[src/rtl/int_mem_sequencer.sv]
// Interrupt sequencer and data-memory port arbiter: passes pipeline requests through, and on an
// interrupt drains the pipeline, pushes PC and flags, fetches the vector and issues a PC load.
module int_mem_sequencer #(
    parameter logic [31:0] VEC_ADDR = 32'h0000_0000
) (
    input  logic        clk,
    input  logic        i_reset,
    input  logic        i_int,
    input  logic        i_pipeMemBusy,
    input  logic [31:0] i_pc,
    input  logic [2:0]  i_flags,
    input  logic [31:0] i_sp,
    input  logic [31:0] i_memData,
    input  logic        i_pMemRead,
    input  logic        i_pMemWrite,
    input  logic        i_pEn32,
    input  logic [31:0] i_pAddr,
    input  logic [31:0] i_pData,
    output logic        o_memRead,
    output logic        o_memWrite,
    output logic        o_en32,
    output logic [31:0] o_address,
    output logic [31:0] o_writeData,
    output logic        o_stall,
    output logic        o_spWrite,
    output logic [31:0] o_newSP,
    output logic        o_pcLoad,
    output logic [31:0] o_pcValue,
    output logic        o_intAck
);

    typedef enum logic [2:0] {
        StIdle,
        StDrain,
        StPushPc,
        StPushFlg,
        StReadVec,
        StWaitVec,
        StJump
    } state_e;

    state_e      state_q, state_d;
    logic        int_q;
    logic [31:0] pc_q;
    logic [2:0]  flags_q;
    logic [31:0] vec_q;
    logic        trigger;

    // Edges seen outside IDLE are dropped rather than queued.
    assign trigger = (state_q == StIdle) && i_int && !int_q;

    always_ff @(posedge clk or negedge i_reset) begin
        if (!i_reset) begin
            state_q <= StIdle;
        end else begin
            state_q <= state_d;
        end
    end

    always_ff @(posedge clk or negedge i_reset) begin
        if (!i_reset) begin
            int_q   <= 1'b0;
            pc_q    <= 32'h0;
            flags_q <= 3'b000;
            vec_q   <= 32'h0;
        end else begin
            int_q <= i_int;
            if (trigger) begin
                pc_q    <= i_pc;
                flags_q <= i_flags;
            end
            if (state_q == StWaitVec) begin
                vec_q <= i_memData;
            end
        end
    end

    always_comb begin
        state_d = state_q;
        unique case (state_q)
            StIdle:    if (trigger) state_d = StDrain;
            StDrain:   if (!i_pipeMemBusy) state_d = StPushPc;
            StPushPc:  state_d = StPushFlg;
            StPushFlg: state_d = StReadVec;
            StReadVec: state_d = StWaitVec;
            StWaitVec: state_d = StJump;
            StJump:    state_d = StIdle;
            default:   state_d = StIdle;
        endcase
    end

    always_comb begin
        o_memRead   = 1'b0;
        o_memWrite  = 1'b0;
        o_en32      = 1'b0;
        o_address   = 32'h0;
        o_writeData = 32'h0;
        o_stall     = 1'b1;
        o_spWrite   = 1'b0;
        o_newSP     = 32'h0;
        o_pcLoad    = 1'b0;
        o_intAck    = 1'b0;
        unique case (state_q)
            StIdle, StDrain: begin
                // The pipeline keeps the port until its in-flight access has drained.
                o_memRead   = i_pMemRead;
                o_memWrite  = i_pMemWrite;
                o_en32      = i_pEn32;
                o_address   = i_pAddr;
                o_writeData = i_pData;
                o_stall     = (state_q == StDrain);
            end
            StPushPc: begin
                o_memWrite  = 1'b1;
                o_en32      = 1'b1;
                o_address   = i_sp - 32'd1;
                o_writeData = pc_q;
                o_spWrite   = 1'b1;
                o_newSP     = i_sp - 32'd2;
            end
            StPushFlg: begin
                o_memWrite  = 1'b1;
                o_address   = i_sp;
                o_writeData = {29'b0, flags_q};
                o_spWrite   = 1'b1;
                o_newSP     = i_sp - 32'd1;
            end
            StReadVec: begin
                o_memRead = 1'b1;
                o_en32    = 1'b1;
                o_address = VEC_ADDR;
            end
            StWaitVec: begin
            end
            StJump: begin
                o_pcLoad = 1'b1;
                o_intAck = 1'b1;
            end
            default: begin
                o_stall = 1'b0;
            end
        endcase
    end

    assign o_pcValue = vec_q;

endmodule
[config.mk]
export PLATFORM = sky130hd
export DESIGN_NAME = int_mem_sequencer
export DESIGN_NICKNAME = d
export VERILOG_FILES = /design/src/rtl/int_mem_sequencer.sv
export SDC_FILE = /design/constraint.sdc
export NUM_CORES = 1
export LEC_CHECK = 0
export ABC_AREA = 1
export CAP_MARGIN = 20
export CORE_AREA = 2 2 116 129
export CTS_CLUSTER_SIZE = 28
export DETAILED_ROUTE_END_ITERATION = 12
export DIE_AREA = 0 0 118 131
export HOLD_SLACK_MARGIN = 0.03
export PLACE_DENSITY = 0.81
export RECOVER_POWER = 50
export SLEW_MARGIN = 20
export SYNTH_ARGS = -nofsm -noshare
export SYNTH_HDL_FRONTEND = slang
export SYNTH_SLANG_ARGS = --single-unit
[constraint.sdc]
create_clock -name clk -period 2.3 [get_ports clk]
set_input_delay 0.46 -clock clk [delete_from_list [all_inputs] [get_ports clk]]
set_output_delay 0.46 -clock clk [all_outputs]
set_load 0.05 [all_outputs]
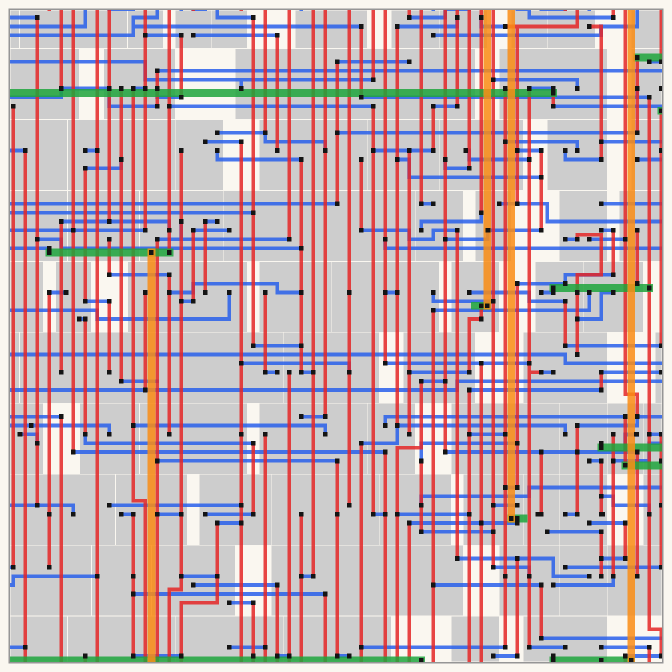
Fig. 1. Layout detail (run 1).
Region (76, 20) to (101, 45) um. Cells in gray, sequential cells in the stronger gray; small squares are vias.
legend:
  M4:
    color: orange
  M1:
    color: blue
  M2:
    color: red
  M3:
    color: green
most frequent: buf_4 (10), nand3_1 (9)
sequential cells in the window: 0
cells with their middle in the window: 69

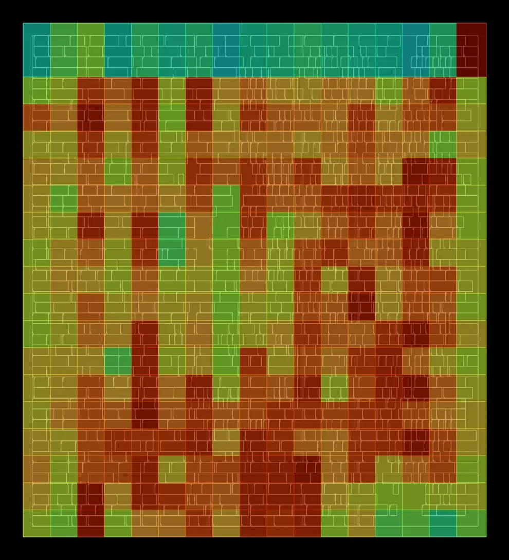
Fig. 2. Routing congestion map (run 1).
met2 usage: 0.615
Final Util: 0.854

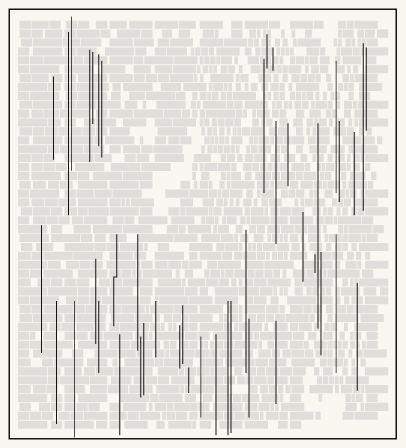
Fig. 3. Met4 routing (run 1).
main direction: vertical
share of all routed wire: 4.7%
final wirelength: 28000 um
DR vias: 7266

==> results_slide.txt, run 1 <==
Implementation Results

Run status
  – Status: finished with violations
  – Failing checks: max-capacitance violations, max-slew violations, negative setup slack

Setup path
  – Most common cell on crit path: nand2_2
  – Crit path launch: i_sp[1]
  – Crit path launch type: primary input
  – CP endpoint kind: output pin
  – CP endpoint: o_address[25]

Timing
  – Final Setup Violations: 12
  – Final min period: 2.33 ns
  – Slew Viols, Final: 72
  – Post-route setup slack: -0.0345 ns
  – Worst-Margin Slew: 1.75 ns
  – Relative slew margins: -0.164

Finish
  – Nets: 1328
  – Comb area: 4360 um^2
  – P&R area growth vs syn: 118%
  – Register area: 1780 um^2

Pwr
  – Internal Power: 8.32 mW
  – Peak VDD IR: 1.18 mV
  – Combinational share of power: 0.763
  – Switching power: 7.62 mW
  – Largest power group: combinational cells
  – Clock net power: 1.40 mW

Clock network
  – CTS root buffer: clkbuf_16
  – Clock transition at path regs: 0.06 ns

Floorplanning
  – Io pins: 305
  – Fp util: 0.392

Synth
  – Yosys stat chip area: 5570 um^2
  – Avg Synthesized Cell Area: 7.42 um^2
  – Mapped Area: 5570 um^2
  – Unique cell types: 33
  – Xor+xnor area frac: 0.0283

Worst hold path
  – Hold Path End: o_pcValue[31]
  – Hold path startpoint: o_pcValue[31]

Detailed routing
  – DR pass1 iterations: 6

Flow run
  – Max Cap Viol: 1

Place
  – Final GP Congestion: 0.970
## run 1: per-layer routing
metal  vias up  wire length [um]  global-route usage
met5         -                 0                   0
met2       386             14600               0.615
met1      3483              9720               0.324
met3        90              2350               0.104
li1       3307                 -                   -
met4         0              1310               0.133
## run 1: through the flow
stage | hold WS, ns | cell area [um^2] | total power, mW | setup TNS [ns]
after CTS | 0.287 | 11300 | 14.8 | 0
after global placement | 0.486 | 10500 | 13.0 | -21.36
after global routing | 0.522 | 12100 | 16.4 | -1.97
final | 0.506 | 12100 | 15.9 | -0.215
after floorplan | 0.164 | 5710 | 8.14 | -1.09
after detailed placement | 0.495 | 10500 | 13.2 | -23.62
## run 1: layout make-up
cell class                 count  area share
clock inverter                 3     0.00350
multi-input combinational    567       0.359
sequential                    71       0.146
timing repair buffer         425       0.422
inverter                      82      0.0278
clock buffer                  12      0.0211
tap                          192      0.0198
## run 1: cell families (layout without fill, tap and decap cells)
kind of cell	after synthesis	after routing
buf+inv	113	522
mux	67	67
xor+xnor	18	18
fa+ha+maj	2	2
flops	71	71
compound gates	119	119
simple gates	361	361
## run 1: synthesized netlist by cell type
cell type,count
a22o_1,29
buf_6,3
mux2_2,39
ha_1,2
nand2_2,2
o22ai_1,4
o21bai_1,4
a221oi_1,1
nor2_1,68
o21a_1,1
a22oi_1,2
buf_4,3
and2_1,1
nand2_1,199
nor2_4,4
mux2_4,28
nand2_4,1
a21oi_1,8
buf_1,1
o221ai_1,3
nand3_1,79
clkbuf_1,6
inv_2,3
o21ai_1,1
buf_2,18
o211ai_1,6
dfrtp_1,71
nor2_2,4
xnor2_1,1
o21ai_0,60
inv_1,79
xor2_1,17
nand4_1,3
## run 1: registers in the layout (all words and copies together), names as in the netlist
register / flops
pc_q: 32
int_q: 1
state_q: 3
o_pcValue: 32
flags_q: 3
==> run 2: changes to the inputs <==
--- a/config.mk
+++ b/config.mk
@@ -7,12 +7,12 @@
 export LEC_CHECK = 0
 export ABC_AREA = 1
 export CAP_MARGIN = 20
-export CORE_AREA = 2 2 116 129
+export CORE_AREA = 2 2 119 121
 export CTS_CLUSTER_SIZE = 28
 export DETAILED_ROUTE_END_ITERATION = 12
-export DIE_AREA = 0 0 118 131
+export DIE_AREA = 0 0 121 123
+export DONT_BUFFER_PORTS = 1
 export HOLD_SLACK_MARGIN = 0.03
-export PLACE_DENSITY = 0.81
 export RECOVER_POWER = 50
 export SLEW_MARGIN = 20
 export SYNTH_ARGS = -nofsm -noshare
==> results_slide.txt, run 2 <==
Implementation Results

Setup path
  – Max Fanout on Critical Path: 6
  – CP peak stage delay: 0.43 ns
  – Worst Path Required: 1.84 ns
  – Crit path launch: state_q[2]
  – Critical setup path kind: flip-flop to output pin
  – Worst Path Arrival: 1.88 ns
  – Cells along the critical path: buf_6 -> nor2_4 -> buf_12 -> clkbuf_16 -> nand2_2 -> o211ai_1 -> clkbuf_16
  – Worst R2R End: pc_q[19]
  – CP endpoint: o_address[4]
  – Most common cell on crit path: clkbuf_16
  – Reg2reg setup slack: 0.18 ns
  – CP endpoint kind: output pin
  – Crit path launch type: flip-flop

Finish
  – Nets: 1044
  – Clock Network Area Fraction: 0.0406
  – Register area: 1780 um^2
  – Nonclk inv count: 82
  – Top cell excl fill/tap: nand2_1
  – Clock buf count: 9
  – Combinational share of cell area: 0.416
  – Comb area: 3610 um^2
  – Finished Cell Area: 8690 um^2
  – P&R area growth vs syn: 55.9%
  – #MultiIn Comb: 567
  – Top cell category: logic gates
  – Non-Clock Buffer Count: 141
  – Seq cells: 71
  – Final non-clock buffer share: 0.276
  – Seq/total area: 0.205

Detailed routing
  – Final wirelength: 21900 um
  – Routed Antenna Nets: 0
  – DR pass1 iterations: 8
  – DR vias: 5858
  – Vias per Instance: 5.54

Worst hold path
  – Hold Path End: int_q
  – Hold path startpoint: i_int
  – Hold Path Class: primary input to flip-flop

Pwr
  – Internal Power: 7.21 mW
  – Combinational share of power: 0.650
  – Pwr Total: 14.3 mW
  – Sequential share of power: 0.235
  – Switching power: 7.05 mW
  – P per Cell Area: 1640 nW/um^2
  – Peak VDD IR: 1.13 mV
  – Switch share: 0.494

Synth
  – Main flop type: dfrtp_1
  – Yosys stat chip area: 5570 um^2
  – Avg Synthesized Cell Area: 7.42 um^2
  – Post-synth ARST share: 1.00
  – Mapped Area: 5570 um^2
  – Top-count cell post-synth: nand2_1
  – Flip-flops with a built-in enable: 0
  – Top cells by count: nand2_1, inv_1, nand3_1
  – Synth flops: 71
  – Unique cell types: 33

Clock network
  – Clock transition at path regs: 0.06 ns
  – Clk ins delay skew pair: 0.34 ns
  – H-tree Lvls: 3
  – CTS root buffer: clkbuf_16
  – Clock Path Buffers: 2
  – TritonCTS buffer count: 9

Timing
  – Setup_tns: -0.183 ns
  – Final Setup Violations: 10
  – Worst-Margin Slew: 0.943 ns
  – Slew Viols, Final: 0
  – Relative slew margins: 0.372
  – Clk_skew: 0.00370 ns
  – Post-route setup slack: -0.0384 ns
  – Final min period: 2.34 ns
  – RSZ-0062 raised after global routing: true

Place
  – Final GP Congestion: 0.942
  – Placement-stage cell area: 7800 um^2

Flow run
  – Max Cap Viol: 0
  – Tool warnings: 28

Floorplanning
  – Chip area: 14900 um^2
  – Number of cell rows: 43
  – # Taps: 180
  – Fp util: 0.409
  – Io pins: 305

Run status
  – Status: finished with violations
  – Failing checks: negative setup slack

Global route
  – Largest net degree at the start of global routing: 72
  – GR Overflow Total: 0
  – Vias in the first global route: 5630
==> run 2: cell counts after synthesis <==
No cell type changed its count.
==> run 2: logic make-up (layout without fill, tap and decap cells) <==
| family | Yosys count | in the layout | synth area share |
|---|---|---|---|
| AOI/OAI and AO/OA | 119 | 119 | 0.136 |
| xor gates and xnor gates | 18 | 18 | 0.0283 |
| adders and majority gates | 2 | 2 | 0.00449 |
| buffers and inverters | 113 | 239 | 0.0862 |
| DFF | 71 | 71 | 0.319 |
| muxes | 67 | 67 | 0.154 |
| and+or+nand+nor | 361 | 361 | 0.272 |
==> run 2: power groups by stage <==
| stage | clock [mW] | combinational [mW] | sequential, mW |
|---|---|---|---|
| floorplan | 0 | 4.93 | 3.21 |
| global placement | 0 | 8.34 | 3.32 |
| detailed placement | 0 | 8.44 | 3.35 |
| CTS | 1.65 | 8.56 | 3.34 |
| global route | 1.70 | 9.63 | 3.41 |
| finish | 1.64 | 9.27 | 3.36 |
==> run 2: routing by layer <==
layer | part of all wire | wire length [um] | global-route usage | vias to the layer above
li1 | - | - | - | 2735
met1 | 0.35 | 7690 | 0.289 | 2770
met2 | 0.50 | 10900 | 0.464 | 292
met3 | 0.11 | 2310 | 0.0950 | 61
met4 | 0.044 | 967 | 0.113 | 0
met5 | 0 | 0 | 0 | -
==> run 2: through the flow <==
| step | util | hold slack [ns] |
|---|---|---|
| floorplan | - | 0.164 |
| global placement | 0.573 | 0.166 |
| detailed placement | 0.573 | 0.166 |
| CTS | 0.605 | 0.140 |
| global route | 0.638 | 0.139 |
| finish | 0.638 | 0.152 |
==> run 2: repair_timing <==
item	4_1_cts	5_1_grt
cloned	1	8
hold buffers	2	0
pin swaps	1	21
gates resized	7	93
buffers inserted	1	8
hold endpoints to repair	71	0
endpoints found under the setup margin	77	43
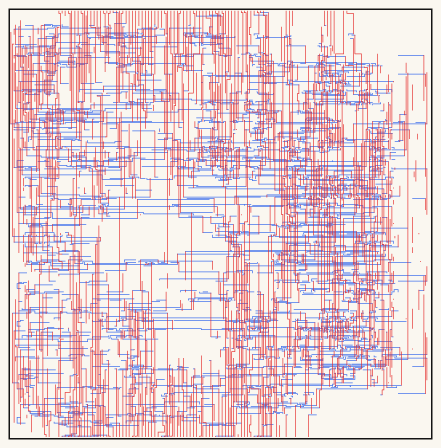
Fig. 4. Signal wires by layer (run 2).
Only two layers are drawn.
legend:
  M1:
    color: blue
    wire_length: 7690 um
  M2:
    color: red
    wire_length: 10900 um
GRT Util Overall: 0.264
drt wl/cell: 20.7 um

==> run 3: changes to the inputs <==
--- a/config.mk
+++ b/config.mk
@@ -12,8 +12,10 @@
 export DETAILED_ROUTE_END_ITERATION = 12
 export DIE_AREA = 0 0 121 123
 export DONT_BUFFER_PORTS = 1
+export GPL_TIMING_DRIVEN = 0
 export HOLD_SLACK_MARGIN = 0.03
 export RECOVER_POWER = 50
+export SKIP_LAST_GASP = 1
 export SLEW_MARGIN = 20
 export SYNTH_ARGS = -nofsm -noshare
 export SYNTH_HDL_FRONTEND = slang
==> results_slide.txt, run 3 <==
Implementation Results

Run status
  – Status: finished with violations
  – Failing checks: negative setup slack

Worst hold path
  – Hold Path End: int_q
  – Hold Path Class: primary input to flip-flop

Setup path
  – Reg2reg setup slack: 0.45 ns
  – Critical setup path kind: flip-flop to output pin
  – Max Fanout on Critical Path: 4

Synth
  – Main flop type: dfrtp_1
  – Synth flops: 71
  – Top cells by count: nand2_1, inv_1, nand3_1
  – Top-count cell post-synth: nand2_1
  – Avg Synthesized Cell Area: 7.42 um^2
  – Yosys stat chip area: 5570 um^2
  – Post-synth ARST share: 1.00

Timing
  – Final Setup Violations: 93
  – RSZ-0062 raised after global routing: true
  – Slew Viols, Final: 0
  – Setup_tns: -25.97 ns
  – Final min period: 2.89 ns
  – Worst-Margin Slew: 1.15 ns
  – Final hold slack: 0.154 ns
  – Post-route setup slack: -0.588 ns
  – Clk_skew: 0.00475 ns

Finish
  – Final Util: 0.628
  – Finished Cell Area: 8550 um^2
  – Nets: 996
  – Top cell excl fill/tap: nand2_1

Flow run
  – Max Cap Viol: 0
  – Tool warnings: 29

Pwr
  – Pwr Total: 13.3 mW
  – P per Cell Area: 1550 nW/um^2

Global route
  – Busiest metal layer after global routing: met2
  – Largest net degree at the start of global routing: 72
  – Met2 usage: 0.534
  – GR Layer Usage met3: 0.125
  – Global Route met1 Usage: 0.317
  – GR Overflow Total: 0

Place
  – Final GP Congestion: 1.04
  – Placement-stage cell area: 5950 um^2

Clock network
  – CTS root buffer: clkbuf_16
  – H-tree Lvls: 3
  – Clk ins delay skew pair: 0.33 ns
  – Post-CTS Setup Inserts: 40
  – Clock transition at path regs: 0.06 ns

Detailed routing
  – Routed Antenna Nets: 0
  – Met3 wire len: 2630 um
  – DR vias: 5841
  – DRT met1 WL: 8280 um
  – Routed met2 length: 11900 um
  – Highest routed layer: met4
  – Final wirelength: 24100 um

Floorplanning
  – Number of cell rows: 43
  – Io pins: 305
  – Fp util: 0.409
## run 3: cell counts after synthesis
No cell type changed its count.
## run 3: worst max-delay path by stage
stage	start	slack, ns	end	cells after the start
after detailed placement	state_q[1]	-0.47	o_newSP[9]	5
after CTS	state_q[2]	-0.60	o_address[14]	5
after global routing	state_q[1]	-0.64	o_address[14]	6
after global placement	state_q[1]	-0.59	o_address[1]	5
after floorplan	state_q[1]	-0.20	o_address[1]	5
final	state_q[2]	-0.59	o_address[14]	5
## run 3: critical path, stage by stage (launching register included)
cell      delay [ns]
dfrtp_2         0.43
nor2_4          0.37
nand2_2         0.13
buf_8           0.15
buf_12          0.12
o211ai_1        0.89
## run 3: power by group
part / total [mW] / switching, mW / internal (mW)
sequential: 3.42 / 1.55 / 1.87
combinational: 8.22 / 5.18 / 3.04
clock: 1.64 / 0.545 / 1.10
## run 3: logic make-up (layout without fill, tap and decap cells)
| kind of cell | after synthesis | in the layout | share of synthesized area |
|---|---|---|---|
| DFF | 71 | 71 | 0.319 |
| and+or+nand+nor | 361 | 361 | 0.272 |
| xor gates and xnor gates | 18 | 18 | 0.0283 |
| AOI/OAI and AO/OA | 119 | 119 | 0.136 |
| adders and majority gates | 2 | 2 | 0.00449 |
| buffers and inverters | 113 | 191 | 0.0862 |
| muxes | 67 | 67 | 0.154 |
## run 3: area by class of cell
type | instances | area (um^2) | area share
Buffer | 28 | 392 | 0.0458
Clock buffer | 10 | 239 | 0.0279
Clock inverter | 6 | 115 | 0.0135
Inverter | 82 | 327 | 0.0382
Multi-Input combinational cell | 567 | 4680 | 0.547
Sequential cell | 71 | 1780 | 0.208
Tap cell | 180 | 225 | 0.0263
Timing Repair Buffer | 65 | 798 | 0.0933
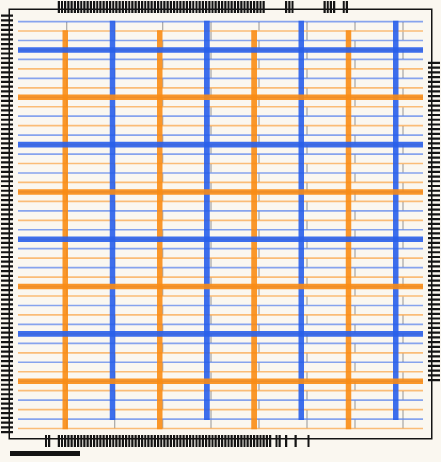
Fig. 5. Supply network (run 3).
The bar under the picture is 20 um long. Pins as bars on the die edge. Tap cells in gray.
legend:
  VSS:
    color: orange
  VDD:
    color: blue
met5 straps: 8
met1 rails: 44
tap cells: 180
signal pins: 305
Die Wd: 121 um
Peak VDD IR: 1.08 mV
Core Region: 13600 um^2
height of the die: 123 um

Power is estimated from default activity; no workload was simulated.
